Run 1, layout detail:
Window x 38 to 68, y 60 to 90 µm. Cells in grey, sequential cells in the stronger grey; small squares are vias.
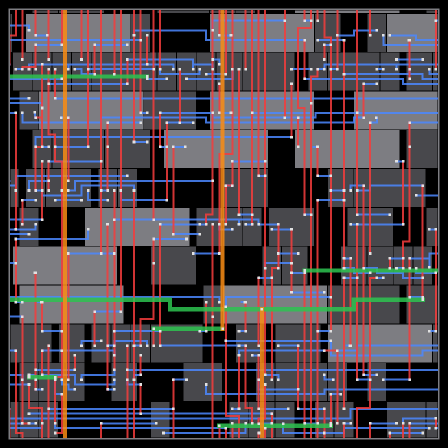
Run 1, met1 routing:
Scale: 4 px per µm. Supply wires on this layer in grey.
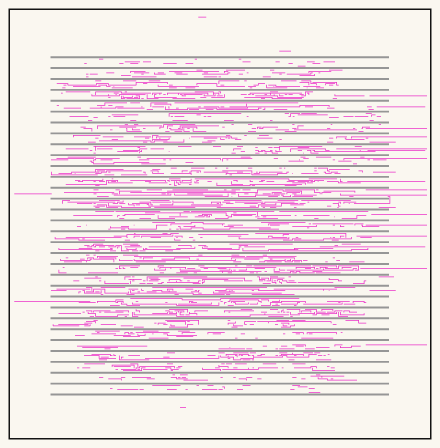
Run 1, metal layers overlaid:
Scale: 4 px per µm. Only two layers are drawn.
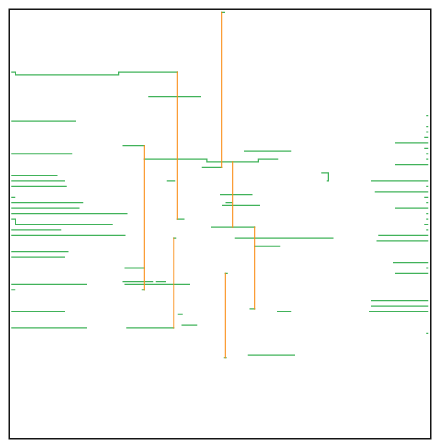
==> config.mk <==
export PLATFORM = sky130hd
export DESIGN_NAME = riscv_decode_stage
export DESIGN_NICKNAME = d
export VERILOG_FILES = /design/src/rtl/riscv_decode_stage.sv
export SDC_FILE = /design/constraint.sdc
export NUM_CORES = 1
export LEC_CHECK = 0
export ABC_AREA = 1
export CORE_AREA = 10 10 95 97
export CTS_BUF_LIST = sky130_fd_sc_hd__clkbuf_4 sky130_fd_sc_hd__clkbuf_8 sky130_fd_sc_hd__clkbuf_16
export CTS_CLUSTER_SIZE = 14
export DETAILED_ROUTE_END_ITERATION = 10
export DIE_AREA = 0 0 105 107
export GPL_TIMING_DRIVEN = 0
export PLACE_DENSITY_LB_ADDON = 0.12
export SLEW_MARGIN = 10
export SYNTH_ARGS = -nofsm -noshare
export SYNTH_HDL_FRONTEND = slang
export SYNTH_SLANG_ARGS = --single-unit
export TNS_END_PERCENT = 50
==> constraint.sdc <==
create_clock -name clk -period 1.55 [get_ports clk]
set_input_delay 0.31 -clock clk [delete_from_list [all_inputs] [get_ports clk]]
set_output_delay 0.31 -clock clk [all_outputs]
set_load 0.01 [all_outputs]
==> results.ini, run 1 <==
[outcome]
outcome=completed

[synth]
ys_types=27
avgSynthCellArea_um2=7.27
async_flop_share_pct=0
yosysWarningCount=0
ys_chip_area_um2=3220
top_area_share_pct=42.9
top_cells_by_area=dfxtp_1 43%, nand2_1 12%, a21oi_1 7.8%
most_common_cell=nand2_1
fp_nets=480

[worst_setup_path]
rr_worst_depth=9
start_kind=input pin
rrSetupSlack_ns=0.10

[layout]
comb-cell-share_pct=32.8
clock_area_share_pct=4.59
final-comb-area_um2=1560
flop-count=69
largest_register_ffs=32
seqAreaFraction_pct=29.0

[placement]
place_congestion=0.863

[hold_path]
min_path_type=input pin to flop
whs_path_depth=3

[final_timing]
rsz0062_at_grt=true
holdWs_ns=0.237
finalHoldViolCount=0

[floorplan]
initial_core_util_pct=45.1
fp.coreArea_um2=7140

[cts]
clock_latency_ns=0.34
h-tree-depth=3
cts_root_buffer=clkbuf_8

[power]
peakVddDrop_v=0.000798

[job]
warnings=27

-- 'layout detail' (at the start) --
| colour | layer |
|---|---|
| green | metal 3 |
| red | metal 2 |
| orange | metal 4 |
| blue | metal 1 |
most frequent: nand2_1 (33), a21oi_1 (13), dfxtp_1 (12)
sequential cells in the window: 12
cells with their middle in the window: 84

-- 'met1 routing' (at the start) --
nets with wire on the layer: 566
wire length on this layer: 4,380 µm
vias: 3,257
GR Layer Usage met1: 20.8%
final WL: 9.89 mm

-- 'metal layers overlaid' (at the start) --
| colour | layer | wire length |
|---|---|---|
| green | metal 3 | 662 µm |
| orange | metal 4 | 192 µm |
drt wl/cell: 14.8 µm
GRT Util Overall: 17.3%

## run 1: metrics by stage
step / util, % / setup TNS, ns / power [mW] / instance area [µm²]
after floorplan: - / 0 / 2.14 / 3220
after global placement: 61.6 / -21.33 / 2.44 / 4390
after detailed placement: 61.6 / -23.49 / 2.44 / 4390
after CTS: 64.7 / 0 / 3.98 / 4620
after global routing: 66.8 / -0.308 / 4.10 / 4770
final: 66.8 / 0 / 3.95 / 4770
## run 1: critical path: stages
cell and delay, ns:
clkdlybuf4s50_1 0.45, nor2_1 0.05, inv_1 0.10, nand3_4 0.16
inv_8 0.13, clkbuf_4 0.20, nand2_1 0.11, nand3b_1 0.17
a21oi_1 0.12
## run 1: power by group
| part | switching (mW) | internal (mW) | total (mW) |
|---|---|---|---|
| clock | 0.685 | 0.880 | 1.57 |
| combinational | 0.284 | 0.240 | 0.524 |
| sequential | 0.0276 | 1.83 | 1.86 |
## run 1: metal layers
| layer | vias up | share of wire, % |
|---|---|---|
| met3 | 17 | 6.7 |
| met5 | - | 0 |
| met2 | 91 | 47 |
| li1 | 1662 | - |
| met1 | 1487 | 44 |
| met4 | 0 | 1.9 |
## run 1: placed cells by master, fill, tap and decap left out, drive strengths merged, types with 22 or more instances in the layout
master / Yosys / layout
nand2: 119 / 119
nand3: 24 / 24
dlygate4sd2: 0 / 25
inv: 52 / 54
a21oi: 50 / 50
o21ai: 40 / 40
dfxtp: 69 / 69
clkbuf: 10 / 22
nor2: 40 / 40
dlymetal6s2s: 0 / 46
clkdlybuf4s50: 0 / 31
## run 1: kinds of logic after synthesis
family / Yosys count / synth area share (%)
AND/OR/NAND/NOR: 189 / 28.8
buffers and inverters: 74 / 9.44
AND-OR/OR-AND: 111 / 18.9
flip-flops: 69 / 42.9
==> run 1 -> run 2 <==
--- a/config.mk
+++ b/config.mk
@@ -12,7 +12,7 @@
 export DETAILED_ROUTE_END_ITERATION = 10
 export DIE_AREA = 0 0 105 107
 export GPL_TIMING_DRIVEN = 0
-export PLACE_DENSITY_LB_ADDON = 0.12
+export PLACE_DENSITY_LB_ADDON = 0.3
 export SLEW_MARGIN = 10
 export SYNTH_ARGS = -nofsm -noshare
 export SYNTH_HDL_FRONTEND = slang
Run 2, met1 routing:
Scale: 4 px per µm. Supply wires on this layer in grey.
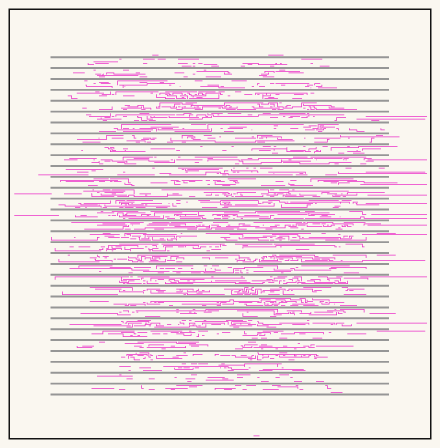
wire length on this layer: 4,460 µm
longest straight run: 26.7 µm
nets with wire on the layer: 561
share of all routed wire: 44%
main direction: horizontal
final WL: 10.2 mm
vias: 3,287

Run 2, gate families picked out:
Scale: 4 px per µm.
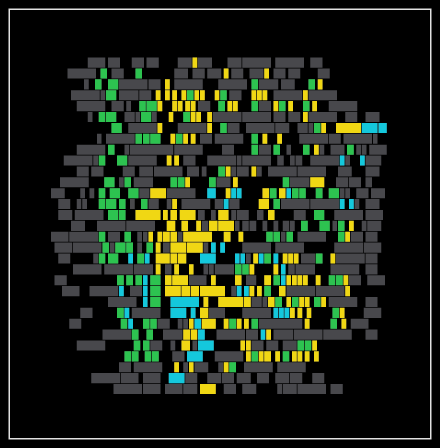
| colour | family | cells |
|---|---|---|
| green | inverting AOI/OAI gates | 111 |
| yellow | NAND gates | 148 |
| cyan | NOR gates | 42 |
most instantiated logic cell after routing: nand2_1
Comb/total area: 34.0%
non-filler instance count after layout: 668

==> run 2 against run 1 <==
  * Clock skew rose by 0.0019 ns
  * Hold slack got worse by 0.021 ns
  * Final cell count increased by 0.15%
  * Clock power grew 4%
  * Critical path type is now input pin to output port
  * Largest cell class unchanged
==> results.ini, run 2 <==
[outcome]
outcome=completed  ; unchanged

[layout]
final_cell_mix=105 x nand2_1, 69 x dfxtp_1, 60 x dlygate4sd2_1  ; was 104 x nand2_1, 69 x dfxtp_1, 49 x a21oi_1
fin_util_pct=65.4  ; was 66.8%
largest_register_ffs=32  ; unchanged

[power]
p_int_mw=2.98  ; was 2.95 mW
p_sw_mw=1.03  ; was 0.997 mW
total_power_mw=4.01  ; was 3.95 mW
power_frac_seq_pct=46.4  ; was 47.1%
swShare_pct=25.7  ; was 25.2%
combPwrFrac_pct=12.9  ; was 13.3%

[worst_setup_path]
start_kind=input pin  ; unchanged
rrSetupSlack_ns=0.12  ; was 0.10 ns
slowest_delay_ns=0.44  ; was 0.45 ns
rr_worst_depth=9  ; unchanged

[floorplan]
fp.coreArea_um2=7140  ; unchanged

[synth]
async_flop_share_pct=0  ; unchanged
yosysWarningCount=0  ; unchanged

[final_timing]
rsz0062_at_grt=false  ; was true

[hold_path]
whs_path_depth=3  ; unchanged
min_path_type=input pin to flop  ; unchanged

[cts]
cts_root_buffer=clkbuf_8  ; unchanged

[placement]
place_area_um2=4390  ; unchanged

[detailed_routing]
drt-wirelength-per-cell_um=15.3  ; was 14.8 µm

## run 2: cell counts after synthesis
Identical to the previous run, type by type.
## run 2: worst max-delay path: cells and delay by family
family / cells / cell delay, ns
buffers and inverters: 3 / 0.64
and+or+nand+nor: 2 / 0.24
## run 2: final cells by class
cell class / count / area, µm²
fillers: 651 / 2470
multi-input cells: 301 / 1590
flip-flops and latches: 69 / 1380
repair buffers: 109 / 1040
inverters: 53 / 206
clock buffers: 10 / 131
well taps: 99 / 124
plain buffers: 21 / 113
clock inverters: 6 / 87.6
## run 2: per-stage QoR
stage	hold slack, ns	setup WS (ns)	instances	setup TNS (ns)
after global placement	0.453	-0.438	647	-20.60
after floorplan	0.454	0.147	443	0
after global routing	0.222	0.000855	668	0
after CTS	0.211	0.000429	664	0
final	0.215	0.0465	668	0
after detailed placement	0.455	-0.504	647	-24.02
## run 2: logic make-up (layout without fill, tap and decap cells)
kind of cell	count (synthesis)	count (layout)	synth area share, %
buffers and inverters	74	199	9.44
AND/OR/NAND/NOR	189	190	28.8
AND-OR/OR-AND	111	111	18.9
flip-flops	69	69	42.9
## run 2: metal layers
| layer | vias to the layer above | share of wire, % | global-route usage [%] |
|---|---|---|---|
| li1 | 1663 | - | - |
| met4 | 0 | 1.7 | 6.37 |
| met1 | 1510 | 44 | 20.1 |
| met3 | 14 | 7.2 | 6.59 |
| met5 | - | 0 | 0 |
| met2 | 100 | 47 | 29.0 |
## run 2: power groups by stage
stage,Clock (mW),Combinational (mW),Sequential (mW)
after floorplan,0,0.205,1.93
after global placement,0,0.531,1.90
after detailed placement,0,0.539,1.90
after CTS,1.65,0.510,1.86
after global routing,1.74,0.562,1.87
final,1.64,0.516,1.86
Power is estimated from default activity; no workload was simulated.
